### src/rtl/lsu_pkg.sv
// Shared types for the load/store unit: FSM state encoding, funct3 size codes
// and the store lane helpers used when an access is latched.
package lsu_pkg;

    typedef enum logic [1:0] {
        IDLE = 2'd0,
        REQ  = 2'd1,
        WAIT = 2'd2,
        DONE = 2'd3
    } state_e;

    localparam logic [2:0] F3_B  = 3'b000;
    localparam logic [2:0] F3_H  = 3'b001;
    localparam logic [2:0] F3_W  = 3'b010;
    localparam logic [2:0] F3_BU = 3'b100;
    localparam logic [2:0] F3_HU = 3'b101;

    function automatic logic is_byte(input logic [2:0] f3);
        return (f3 == F3_B) || (f3 == F3_BU);
    endfunction

    function automatic logic is_half(input logic [2:0] f3);
        return (f3 == F3_H) || (f3 == F3_HU);
    endfunction

    // Anything that is neither byte nor half (010, 011, 110, 111) is a word.
    function automatic logic [3:0] lane_be(input logic [2:0] f3, input logic [1:0] lo);
        if (is_byte(f3)) return 4'b0001 << lo;
        if (is_half(f3)) return 4'b0011 << lo;
        return 4'b1111;
    endfunction

    function automatic logic [31:0] lane_wdata(input logic [2:0] f3, input logic [31:0] d);
        if (is_byte(f3)) return {4{d[7:0]}};
        if (is_half(f3)) return {2{d[15:0]}};
        return d;
    endfunction

endpackage

### src/rtl/load_formatter.sv
// Combinational load alignment: picks the byte/half addressed by addr_lo out of
// the read word and sign- or zero-extends it according to funct3.
module load_formatter
    import lsu_pkg::*;
(
    input  logic [31:0] rdata,
    input  logic [1:0]  addr_lo,
    input  logic [2:0]  funct3,
    output logic [31:0] load_data
);

    logic [15:0] shifted;

    always_comb begin
        shifted = 16'(rdata >> {addr_lo, 3'b000});
        if (is_byte(funct3)) begin
            load_data = funct3[2] ? {24'b0, shifted[7:0]} : {{24{shifted[7]}}, shifted[7:0]};
        end else if (is_half(funct3)) begin
            load_data = funct3[2] ? {16'b0, shifted} : {{16{shifted[15]}}, shifted};
        end else begin
            load_data = rdata;
        end
    end

endmodule

### src/rtl/load_store_unit.sv
// Load/store unit bridging the core's MemRead/MemWrite to a req/gnt/rvalid data bus.
// Optional misaligned-access trap enabled by defining LSU_MISALIGN_TRAP_EN.
module load_store_unit
    import lsu_pkg::*;
#(
    parameter int MAX_WAIT = 255
) (
    input  logic        clk,
    input  logic        rst_n,
    input  logic        mem_read,
    input  logic        mem_write,
    input  logic [2:0]  funct3,
    input  logic [31:0] addr,
    input  logic [31:0] store_data,
    output logic        stall,
    output logic [31:0] load_data,
    output logic        load_valid,
    output logic        bus_error,
    output logic        dmem_req,
    output logic        dmem_we,
    output logic [31:0] dmem_addr,
    output logic [3:0]  dmem_be,
    output logic [31:0] dmem_wdata,
    input  logic        dmem_gnt,
    input  logic        dmem_rvalid,
    input  logic [31:0] dmem_rdata,
`ifdef LSU_MISALIGN_TRAP_EN
    output logic        misaligned,
`endif
    output state_e      fsm_state
);

    localparam int CW = (MAX_WAIT < 1) ? 1 : $clog2(MAX_WAIT + 1);

    state_e        state;
    logic          op_write;
    logic [2:0]    f3_q;
    logic [1:0]    lo_q;
    logic [CW-1:0] wait_cnt;
    logic [31:0]   fmt_data;
    logic          access;
    logic          trap;

    assign access    = mem_read | mem_write;
    assign fsm_state = state;

`ifdef LSU_MISALIGN_TRAP_EN
    assign trap = access && ((is_half(funct3) && addr[0]) ||
                             (!is_byte(funct3) && !is_half(funct3) && (addr[1:0] != 2'b00)));
`else
    assign trap = 1'b0;
`endif

    // Stall rises combinationally on the request cycle so the core holds the instruction.
    assign stall = (state == REQ) || (state == WAIT) || ((state == IDLE) && access && !trap);

    load_formatter u_fmt (
        .rdata     (dmem_rdata),
        .addr_lo   (lo_q),
        .funct3    (f3_q),
        .load_data (fmt_data)
    );

    // Bus handshake: dmem_req holds with stable addr/be/we/wdata until the cycle
    // dmem_gnt is seen high; a read then waits for a single-cycle dmem_rvalid.
    always_ff @(posedge clk or negedge rst_n) begin
        if (!rst_n) begin
            state      <= IDLE;
            op_write   <= 1'b0;
            f3_q       <= F3_W;
            lo_q       <= 2'b00;
            wait_cnt   <= '0;
            load_data  <= '0;
            load_valid <= 1'b0;
            bus_error  <= 1'b0;
            dmem_req   <= 1'b0;
            dmem_we    <= 1'b0;
            dmem_addr  <= '0;
            dmem_be    <= '0;
            dmem_wdata <= '0;
`ifdef LSU_MISALIGN_TRAP_EN
            misaligned <= 1'b0;
`endif
        end else begin
            load_valid <= 1'b0;
            bus_error  <= 1'b0;
`ifdef LSU_MISALIGN_TRAP_EN
            misaligned <= 1'b0;
`endif
            case (state)
                IDLE: begin
                    if (trap) begin
`ifdef LSU_MISALIGN_TRAP_EN
                        misaligned <= 1'b1;
`endif
                    end else if (access) begin
                        op_write   <= mem_write;
                        f3_q       <= funct3;
                        lo_q       <= addr[1:0];
                        dmem_req   <= 1'b1;
                        dmem_we    <= mem_write;
                        dmem_addr  <= {addr[31:2], 2'b00};
                        dmem_be    <= lane_be(funct3, addr[1:0]);
                        dmem_wdata <= lane_wdata(funct3, store_data);
                        state      <= REQ;
                    end
                end
                REQ: begin
                    if (dmem_gnt) begin
                        dmem_req <= 1'b0;
                        dmem_we  <= 1'b0;
                        dmem_be  <= '0;
                        wait_cnt <= '0;
                        state    <= op_write ? DONE : WAIT;
                    end
                end
                WAIT: begin
                    if (dmem_rvalid) begin
                        load_data  <= fmt_data;
                        load_valid <= 1'b1;
                        state      <= DONE;
                    end else if (wait_cnt == CW'(MAX_WAIT - 1)) begin
                        load_data  <= '0;
                        load_valid <= 1'b1;
                        bus_error  <= 1'b1;
                        state      <= DONE;
                    end else begin
                        wait_cnt <= wait_cnt + CW'(1);
                    end
                end
                DONE: begin
                    state <= IDLE;
                end
                default: begin
                    state <= IDLE;
                end
            endcase
        end
    end

endmodule

### config.mk
export PLATFORM = sky130hd
export DESIGN_NAME = load_store_unit
export DESIGN_NICKNAME = d
export VERILOG_FILES = /design/src/rtl/lsu_pkg.sv /design/src/rtl/load_formatter.sv /design/src/rtl/load_store_unit.sv
export SDC_FILE = /design/constraint.sdc
export NUM_CORES = 1
export LEC_CHECK = 0
export CAP_MARGIN = 15
export CORE_ASPECT_RATIO = 2
export CORE_UTILIZATION = 48
export DETAILED_ROUTE_END_ITERATION = 10
export HOLD_SLACK_MARGIN = 0.06
export PLACE_DENSITY = 0.95
export SLEW_MARGIN = 20
export SYNTH_ARGS = -nofsm -noshare
export SYNTH_HDL_FRONTEND = slang
export SYNTH_SLANG_ARGS = --single-unit
### constraint.sdc
create_clock -name clk -period 4.7 [get_ports clk]
set_clock_uncertainty 0.05 [all_clocks]
set_input_delay 0.94 -clock clk [delete_from_list [all_inputs] [get_ports clk]]
set_output_delay 0.94 -clock clk [all_outputs]
set_load 0.01 [all_outputs]
Figure 1. A small window of the routed layout (run 1).
Window x 25 to 55, y 95 to 125 µm. Cells in grey, sequential cells in the stronger grey; small squares are vias.
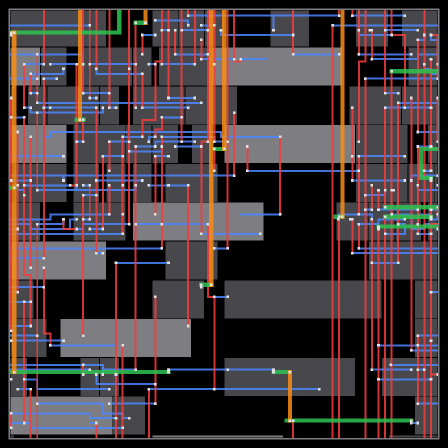
- green: metal 3
- blue: metal 1
- red: metal 2
- orange: metal 4
- sequential cells in the window: 6
- netlist names of flops here include: dmem_wdata (5), load_data (1)
- most frequent: clkdlybuf4s50_1 (9), o21ai_0 (7), nand2_1 (7)
- cells with their middle in the window: 55

Figure 2. Selected gate families (run 1).
Scale: 4 px per µm.
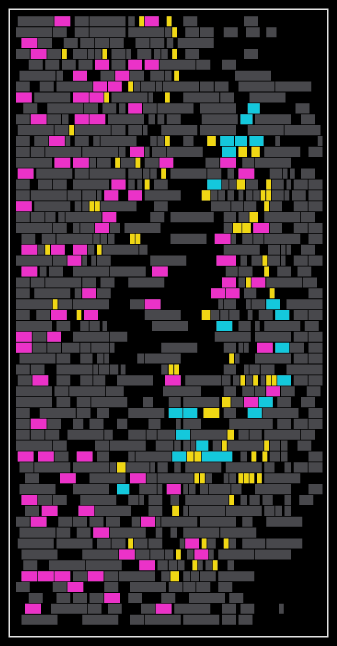
- magenta: mux cells (cells 82; where spread over the die)
- cyan: non-inverting ao/oa cells (cells 21)
- yellow: nand cells (cells 73)

Figure 3. Wiring by layer (run 1).
Scale: 3 px per µm. Two of the layers only.
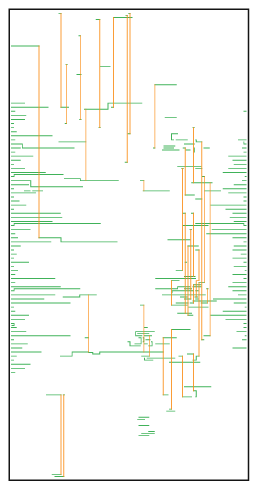
- green: metal 3 (wire length 1180 µm)
- orange: metal 4 (wire length 894 µm)

==> metrics.csv, run 1 <==
stage;metric;value;unit
drt;drt_iter0_drc;365;
pwr;seq_power;1.83;mW
final_timing;slew-limit-headroom;0.315;
logic_synthesis;syn_avg_cell_area;11.0;µm²
final_timing;setup_slack;1.46;ns
global_routing;grt_pass1_wl;26.9;mm
clocking;cts.clk_slew.worst_paths;0.05;ns
floorplanning;die_y;157;µm
placement;portBuffers;209;
finish;clkCellAreaFrac;0.0706;
setup_path;reg2regPathDepth;4;
logic_synthesis;netlist.area_leader.share;0.511;
drt;wl_per_cell;19.5;µm
placement;dp_cells;848;
clocking;numCtsBuffers;17;
worst_hold_path;min_path_cells;2;
worst_hold_path;hold_path_end;dmem_wdata[28];
run_status;status;finished clean;
finish;final_layout_top_logic_cell;clkdlybuf4s50_1;
final_timing;hold_viol;0;
global_routing;grt_pass1_vias;5389;
clocking;post_cts_buffers;0;
pwr;cellLeakagePower;3.58;nW
pwr;seqPwrFrac;0.326;
finish;sh_seq_area;0.348;
global_routing;use_met3;0.0711;
floorplanning;io_pins;212;
setup_path;critical_path_required;3.71;ns
drt;wl;17.1;mm
global_routing;grt.overflow.total;0;
pwr;switching_power;1.96;mW
drt;drc;0;
drt;dr_wl_met3;1.18;mm
pwr;intPower;3.68;mW
finish;nNetsFinal;836;
logic_synthesis;synth_warnings;0;
floorplanning;die_w;79.3;µm
logic_synthesis;yosys_most_used_dff;dfrtp_1;
clocking;clock_sinks;118;
pwr;p_sw_frac;0.347;
final_timing;tightest_slew;1.02;ns
setup_path;critical_path_arrival;2.25;ns
finish;reg_top3;dmem_wdata x32, load_data x32, dmem_addr x30;
worst_hold_path;hp-start;dmem_wdata[28];
pwr;maxPowerGroup;combinational logic;
logic_synthesis;edf_count;0;
pwr;vdd_drop_max;0.437;mV
setup_path;cpLargestDelayFamily;buffers and inverters;
global_routing;use_met1;0.289;
drt;wl_met1;5.82;mm
run;cap_violations;0;
finish;buffers;213;
finish;largest_class;sequential cells;
setup_path;start_kind;primary input;
placement;place_area;7880;µm²
drt;via_per_inst;5.83;
floorplanning;die_area;12400;µm²
drt;maxUsedRoutingLayer;met4;
global_routing;grt_max_degree;96;
logic_synthesis;yosysTopAreaCell;dfrtp_1;
logic_synthesis;netlist_top_cells_count;dfrtp_1 (117), nand2_1 (56), o21ai_0 (48);
finish;comb_share;0.301;
final_timing;tns;0;ns
finish;n_antenna_cell;0;
setup_path;crit_fanout;4;
floorplanning;core_util_floorplan;0.490;
finish;logic_area;2560;µm²
drt;wl_met2;9.23;mm
logic_synthesis;yosys_area;5730;µm²
drt;vias;5132;
setup_path;slowest_stage;clkdlybuf4s50_1;
logic_synthesis;ys.flops;118;
finish;buffer_area_frac;0.250;
logic_synthesis;synth_cell_types;53;
pwr;power_density;664;nW/µm²
setup_path;worstReg2RegEnd;load_data[22];
finish;register_area;2950;µm²
clocking;htree_levels;4;
pwr;p_total;5.64;mW
global_routing;grt-busiest-layer;met2;
clocking;root_buffer;clkbuf_16;
setup_path;crit_top_cell;clkdlybuf4s50_1;
clocking;hold_buffers;0;
finish;seq_cells;118;
==> run 1: cell families after synthesis <==
group	Yosys count	share of synthesized area
AND-OR/OR-AND	139	0.172
AND/OR/NAND/NOR	120	0.0959
flip-flops	118	0.516
multiplexers	82	0.154
buffers and inverters	54	0.0419
adder cells (fa/ha/maj)	9	0.0197
other	1	0.000655
==> run 1: worst max-delay path by stage <==
stage / start / end / slack (ns) / depth (start not counted)
after floorplan: mem_write / stall / 1.97 / 4
after global placement: mem_write / stall / 1.47 / 4
after detailed placement: mem_write / stall / 1.46 / 4
after CTS: mem_write / stall / 1.45 / 4
after global routing: mem_write / stall / 1.39 / 4
final: mem_write / stall / 1.46 / 4
==> run 2, diff against run 1 <==
CORE_UTILIZATION = 45   (was 48)
PLACE_DENSITY = 0.91   (was 0.95)
clock period = 3.2 ns   (was 4.7 ns; I/O delays follow)
Figure 4. Track usage over the die (run 2).
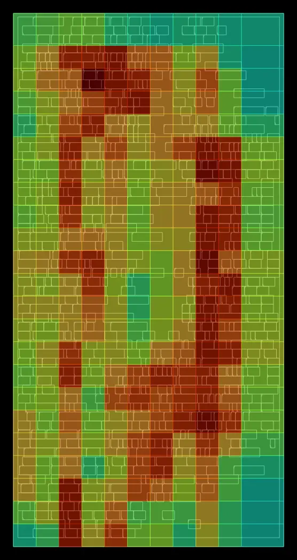
wire per inst: 20.0 µm
grt met2 use: 0.506

==> run 2 against run 1 <==
Against the previous run: synthesized area unchanged; via count increased by 0.62%; synthesized cell count unchanged; cell count increased by 1.4%; die area increased by 6.5%; global-route usage decreased by 0.10 points; critical endpoint unchanged; largest power group unchanged.
==> metrics.csv, run 2 <==
stage;metric;value;unit;change
run_status;status;finished clean;;unchanged
setup_path;crit_fanout;8;;was 4
finish;register_area;2950;µm²;unchanged
floorplanning;io_pins;212;;unchanged
pwr;power_density;983;nW/µm²;was 664 nW/µm²
clocking;root_buffer;clkbuf_16;;unchanged
logic_synthesis;edf_count;0;;unchanged
clocking;cts.clk_slew.worst_paths;0.06;ns;was 0.05 ns
finish;final_layout_top_logic_cell;clkdlybuf4s50_1;;unchanged
pwr;maxPowerGroup;combinational logic;;unchanged
pwr;p_sw_frac;0.343;;was 0.347
drt;vias;5164;;was 5132
pwr;seqPwrFrac;0.314;;was 0.326
logic_synthesis;synth_warnings;0;;unchanged
drt;drt_iter0_drc;239;;was 365
pwr;p_total;8.44;mW;was 5.64 mW
logic_synthesis;synth-adder-area-share;0.0197;;unchanged
drt;dr_wl_met3;1.11;mm;was 1.18 mm
drt;wl_met1;6.04;mm;was 5.82 mm
finish;n_antenna_cell;0;;unchanged
final_timing;slew-limit-headroom;0.389;;was 0.315
drt;wl;17.8;mm;was 17.1 mm
clocking;hold_buffers;0;;unchanged
floorplanning;die_area;13200;µm²;was 12400 µm²
placement;dp_cells;860;;was 848
placement;portBuffers;209;;unchanged
drt;drc;0;;unchanged
global_routing;grt_pass1_wl;28.2;mm;was 26.9 mm
pwr;switching_power;2.90;mW;was 1.96 mW
setup_path;critical_path_required;2.51;ns;was 3.71 ns
global_routing;grt.overflow.total;0;;unchanged
floorplanning;core_util_floorplan;0.459;;was 0.490
drt;via_per_inst;5.79;;was 5.83
logic_synthesis;ys_sh_simple;0.0959;;unchanged
setup_path;cpLargestDelayFamily;buffers and inverters;;unchanged
global_routing;use_met1;0.289;;about the same
global_routing;use_met3;0.0638;;was 0.0711
logic_synthesis;netlist_top_cells_count;dfrtp_1 (117), nand2_1 (56), o21ai_0 (48);;unchanged
clocking;htree_levels;4;;unchanged
global_routing;grt_pass1_vias;5576;;was 5389
clocking;clock_sinks;118;;unchanged
final_timing;tightest_slew;0.917;ns;was 1.02 ns
floorplanning;die_y;162;µm;was 157 µm
logic_synthesis;ys_sh_xor;0;;unchanged
pwr;seq_power;2.65;mW;was 1.83 mW
finish;logic_area;2550;µm²;was 2560 µm²
logic_synthesis;synth_cell_types;53;;unchanged
global_routing;grt_max_degree;96;;unchanged
logic_synthesis;ys.flops;118;;unchanged
setup_path;start_kind;flop;;was primary input
logic_synthesis;yosys_most_used_dff;dfrtp_1;;unchanged
logic_synthesis;yosys.area_share.aoi;0.172;;unchanged
==> run 2: worst paths after layout <==
| check | startpoint | end | slack, ns | depth (start not counted) |
|---|---|---|---|---|
| hold reg to reg | dmem_wdata[31] | dmem_wdata[31] | 0.43 | 2 |
| setup / recovery | fsm_state[0] | stall | 0.42 | 5 |
| hold / removal | rst_n | dmem_wdata[20] | 0.18 | 1 |
| max in group asynchronous | rst_n | f3_q[1] | 2.12 | 2 |
| min in group clk | dmem_wdata[31] | dmem_wdata[31] | 0.43 | 2 |
| setup reg to reg | fsm_state[0] | dmem_wdata[6] | 0.89 | 5 |
==> run 2: area by class of cell <==
class                   count  area share
inverters                  20     0.00875
flip-flops and latches    118       0.344
clock buffers              20      0.0532
clock inverters            12      0.0204
repair buffers            220       0.255
well taps                 150      0.0219
multi-input cells         352       0.297
==> run 3, diff against run 2 <==
CORE_ASPECT_RATIO = 0.8   (was 2)
Figure 5. A small window of the routed layout (run 3).
Window x 49 to 79, y 57 to 87 µm. Cells in grey, sequential cells in the stronger grey; small squares are vias.
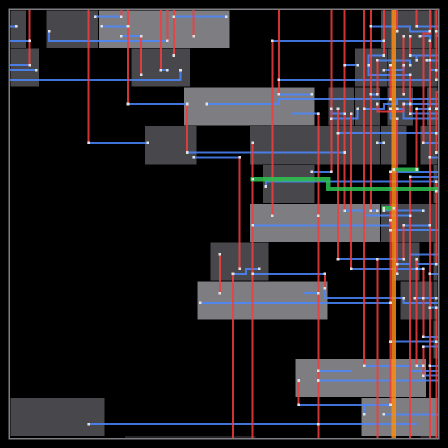
- blue: metal 1
- red: metal 2
- green: metal 3
- orange: metal 4
- most frequent: dfrtp_1 (6), clkdlybuf4s50_1 (4), mux2_2 (3)
- sequential cells in the window: 6
- netlist names of flops here include: load_data (4)
- cells with their middle in the window: 24

==> run 3 against run 2 <==
Against the previous run: wire length decreased by 1.5%; maximum frequency grew 1.0%; final area is 0.89% lower; first-iteration DRC count increased by 59%; register-to-register slack lost 0.30 ns; synthesized cell count did not move; die area decreased by 0.19%; sequential power rose by 3%; synthesized area is the same; sequential cell count unchanged; largest cell class unchanged.
==> metrics.csv, run 3 <==
stage;metric;value;unit;change
placement;dp_cells;879;;was 860
finish;n_antenna_cell;0;;unchanged
global_routing;grt_pass1_wl;27.3;mm;was 28.2 mm
pwr;maxPowerGroup;combinational logic;;unchanged
setup_path;critical_path_arrival;2.06;ns;was 2.09 ns
final_timing;tns;0;ns;unchanged
logic_synthesis;yosysTopAreaCell;dfrtp_1;;unchanged
logic_synthesis;ys_sh_simple;0.0959;;unchanged
finish;n_fill_cell;856;;was 910
global_routing;grt_max_degree;96;;unchanged
logic_synthesis;netlist_top_cells_count;dfrtp_1 (117), nand2_1 (56), o21ai_0 (48);;unchanged
finish;reg_top3;dmem_wdata x32, load_data x32, dmem_addr x30;;unchanged
setup_path;reg2regPathDepth;5;;unchanged
setup_path;crit_fanout;8;;unchanged
global_routing;grt_pass1_vias;5266;;was 5576
setup_path;worstReg2RegEnd;load_data[17];;was dmem_wdata[6]
finish;nNetsFinal;841;;was 843
run_status;status;finished clean;;unchanged
setup_path;slowest_stage;clkdlybuf4s50_1;;unchanged
logic_synthesis;synth-adder-area-share;0.0197;;unchanged
pwr;switching_power;2.85;mW;was 2.90 mW
logic_synthesis;yosys.area_share.aoi;0.172;;unchanged
drt;via_per_inst;5.64;;was 5.79
logic_synthesis;ys.flops;118;;unchanged
setup_path;endpoint;stall;;unchanged
pwr;p_sw_frac;0.349;;was 0.343
clocking;hold_buffers;0;;unchanged
pwr;p_total;8.15;mW;was 8.44 mW
placement;portBuffers;209;;unchanged
logic_synthesis;syn_avg_cell_area;11.0;µm²;unchanged
clocking;htree_levels;4;;unchanged
clocking;clock_sinks;118;;unchanged
logic_synthesis;ys_sh_xor;0;;unchanged
pwr;cellLeakagePower;3.60;nW;was 3.64 nW
setup_path;rrSetupSlack;0.59;ns;was 0.89 ns
clocking;post_cts_buffers;0;;unchanged
final_timing;setup_slack;0.447;ns;was 0.419 ns
logic_synthesis;synth_warnings;0;;unchanged
placement;place_area;7980;µm²;was 7950 µm²
setup_path;critical_path_required;2.51;ns;about the same
logic_synthesis;synth_cell_types;53;;unchanged
clocking;numCtsBuffers;17;;unchanged
drt;wl;17.6;mm;was 17.8 mm
finish;final_layout_top_logic_cell;clkdlybuf4s50_1;;unchanged
logic_synthesis;yosys_most_used_dff;dfrtp_1;;unchanged
floorplanning;rows;36;;was 58
logic_synthesis;netlist.area_leader.share;0.511;;unchanged
floorplanning;die_y;103;µm;was 162 µm
pwr;vdd_drop_max;0.571;mV;was 0.605 mV
setup_path;cpLargestDelayFamily;buffers and inverters;;unchanged
pwr;seq_power;2.73;mW;was 2.65 mW
clocking;root_buffer;clkbuf_16;;unchanged
setup_path;worst-path-stages;5;;unchanged
global_routing;grt.overflow.total;0;;unchanged
run;cap_violations;0;;unchanged
setup_path;start_kind;flop;;unchanged
drt;first_pass_iters;5;;was 6
logic_synthesis;edf_count;0;;unchanged
pwr;power_density;958;nW/µm²;was 983 nW/µm²
logic_synthesis;yosys_area;5730;µm²;unchanged
drt;vias;5120;;was 5164
pwr;seqPwrFrac;0.335;;was 0.314
floorplanning;core_util_floorplan;0.466;;was 0.459
setup_path;cp-startpoint;fsm_state[0];;unchanged
setup_path;r2r-start;lo_q[1];;was fsm_state[0]
logic_synthesis;synth.logic.top_family;AND-OR/OR-AND gates;;unchanged
floorplanning;die_w;128;µm;was 81.8 µm
drt;wl_per_cell;19.3;µm;was 20.0 µm
clocking;cts.clk_slew.worst_paths;0.05;ns;was 0.06 ns
final_timing;slew-limit-headroom;0.435;;was 0.389
drt;drt_iter0_drc;380;;was 239
pwr;intPower;5.30;mW;was 5.54 mW
final_timing;hold_viol;0;;unchanged
logic_synthesis;mux_share;0.154;;unchanged
floorplanning;io_pins;212;;unchanged
floorplanning;die_area;13200;µm²;about the same
drt;drc;0;;unchanged
final_timing;tightest_slew;0.847;ns;was 0.917 ns
==> run 3: cell types whose count changed in the layout (fill, tap and decap cells not counted), sizes merged <==
cell      previous run  this run
inv                 20        19
buf                 12        10
bufinv               4         1
clkinvlp             3         0
clkbuf              20        24
==> run 3: cell type report <==
type | count | area [µm²] | area share
Clock buffer | 24 | 482 | 0.0566
Clock inverter | 5 | 50.0 | 0.00588
Inverter | 20 | 75.1 | 0.00882
Multi-Input combinational cell | 352 | 2550 | 0.300
Sequential cell | 118 | 2950 | 0.347
Tap cell | 171 | 214 | 0.0252
Timing Repair Buffer | 218 | 2180 | 0.257
==> run 3: layer usage <==
layer  part of all wire  global-route usage
met3              0.097               0.103
met2               0.50               0.470
met4              0.021               0.113
met5                  0                   0
met1               0.38               0.316
Power is estimated from default activity; no workload was simulated.
